Design mmio_console_ctrl, sky130hd; sources not shown.
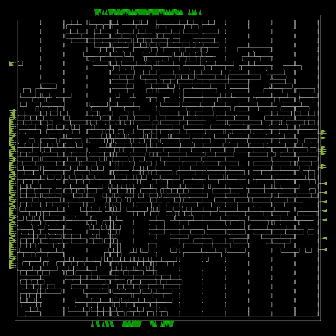
Figure 1: cell outlines without signal wires.
Well Taps: 435
area of the core region: 31800 um2
Row Count: 65
flip-flop and latch count: 263
Finished Layout Cells: 1345

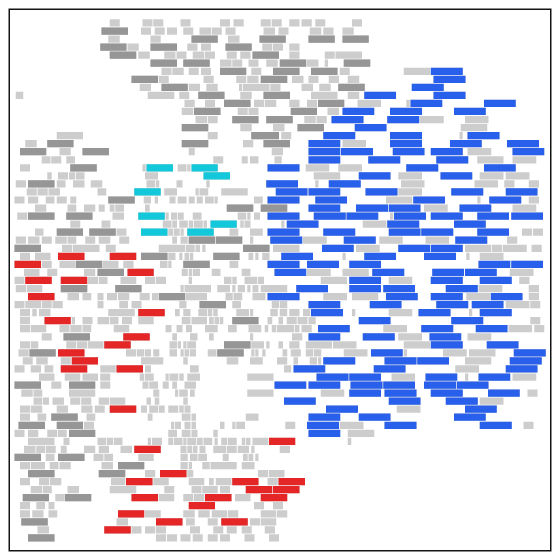
Figure 2: sequential cells grouped by signal name.
- blue: mem (sequential cells 144)
- cyan: wdt_cnt (sequential cells 8)
- red: err_addr (sequential cells 32)
area taken by flip-flops and latches: 7300 um2
Finished Core Util: 0.462
sequential power: 1.19 mW

==> impl_metrics.json <==
{
  "critical_path.n_buffers_inverters": 2,
  "status": "complete, no violations",
  "tritoncts.num_buffers": 31,
  "synth_cell_types": 58,
  "rsz0062_at_grt": "false",
  "nonClockBufferCount": 193,
  "delay_of_the_slowest_cell_on_the_worst_path_ns": 0.89,
  "buffer_ports.inserted": 178,
  "synth-main-ff-cell": "edfxtp_1",
  "grt-ovfl-total": 0,
  "timing.hold.ws_ns": 0.364,
  "number_of_nets_in_the_final_layout": 1004,
  "synth.cell_area_um2": 11400,
  "routabilityCongestion": 0.843,
  "clock_cell_area_share": 0.0625,
  "cp_cell_sequence": "clkdlybuf4s50_1, ha_1, a2111oi_0, nand4_1, o32ai_1, nand2_1, nor3_1, nand2_1, nor3_1, clkdlybuf4s50_1",
  "depth_of_the_critical_timing_path_with_buffers_and_inverters_included": 10,
  "ir_worst_vdd_uv": 157,
  "clock_sinks": 263,
  "leakage_nw": 5.40,
  "crit_arrival_ns": 5.94,
  "met2RoutedLength_um": 12700,
  "synth-edff-count": 144,
  "grt_pass1_wl_um": 41400,
  "numSynthFlops": 263,
  "clock_tree.htree_level_count": 1,
  "worst_setup_hold_path_clk_slew_ns": 0.06,
  "insertedDiodeCount": 0,
  "clockPowerShare": 0.296,
  "largest_register_ffs": 144,
  "core_util_floorplan": 0.359,
  "grt_pass1_vias": 7049,
  "number_of_maximum_capacitance_violations": 0,
  "proportion_of_cell_area_occupied_by_multi_input_gates": 0.271,
  "power.switching_fraction": 0.326,
  "synthTopCellsByArea": "edfxtp_1 (38%), dfrtp_1 (26%), mux4_2 (8.9%)",
  "holdCritPathClass": "flop to flop",
  "min_path_cells": 1,
  "ys_cells": 688,
  "filler_cell_count": 2804,
  "yosys.stat.seqShare": 0.640,
  "cts_setup_buffers": 0,
  "nMultiInputCombCells": 385,
  "slew_headroom": 0.267,
  "number_of_nets_in_the_synthesized_netlist": 802,
  "asyncSetResetFlopFracSynth": 0.452,
  "chip_area_um2": 33300,
  "inverters": 16,
  "clk_path_buf_depth": 3,
  "most_used_layer_global_route": "met2",
  "tritoncts_clock_tree": "yes",
  "combGateArea_um2": 3990,
  "met2_usage": 0.265,
  "layout.clock_buffers": 49,
  "drtPass1Iterations": 4,
  "final_layout_size_suffix_gt1_frac": 0.232,
  "slew_violations": 0,
  "timing.setup.critical_path_class": "input port to output port",
  "ys_area_um2": 11400,
  "top_layer": "met4",
  "dp_worst_setup_slack_ns": 2.72,
  "crit_family": "buffers and inverters",
  "die_x_um": 183,
  "final_design_area_no_fill_um2": 14700
}
## power by group through the flow
stage | Sequential, mW | Clock (mW) | Combinational [mW]
after CTS | 1.20 | 0.966 | 1.06
after floorplan | 1.39 | 0 | 0.535
after global routing | 1.20 | 1.00 | 1.10
after detailed placement | 1.21 | 0 | 1.05
after global placement | 1.21 | 0 | 1.05
final | 1.19 | 0.939 | 1.04
## per-stage QoR
step                       util  instances
final                     0.462       1345
after detailed placement  0.433       1292
after floorplan               -        688
after global placement    0.433       1292
after CTS                 0.462       1345
after global routing      0.462       1345
## layout by cell type (no fill, tap or decap), types with 3 or more instances in the layout
cell,synthesis,layout
xor2_1,15,15
ha_1,13,13
clkbuf_1,13,15
clkdlybuf4s50_1,0,177
buf_4,0,16
nand4b_1,3,3
a21oi_1,4,4
nor3_2,0,8
edfxtp_1,144,144
nand3_1,14,14
or4_1,4,4
nor4_1,6,6
nand2_1,16,16
mux2_1,4,4
nor2b_1,5,5
and3_1,5,5
mux2_4,29,29
o21ai_0,5,5
inv_1,14,14
or3_1,6,6
mux4_2,45,45
nor2_1,14,14
dfrtp_1,119,118
nand4_1,19,19
nor4b_1,4,4
clkbuf_16,0,32
mux2_2,65,65
o31ai_1,4,4
xnor2_1,37,37
nor3_1,32,23
## cells by family (layout without fill, tap and decap cells)
logic type | after synthesis | in the layout | synth area share
simple gates | 146 | 146 | 0.0752
fa+ha+maj | 14 | 14 | 0.0151
mux | 144 | 144 | 0.196
flops | 263 | 263 | 0.640
compound gates | 29 | 29 | 0.0180
buf+inv | 40 | 262 | 0.0158
xor+xnor | 52 | 52 | 0.0399
Power is estimated from default activity; no workload was simulated.
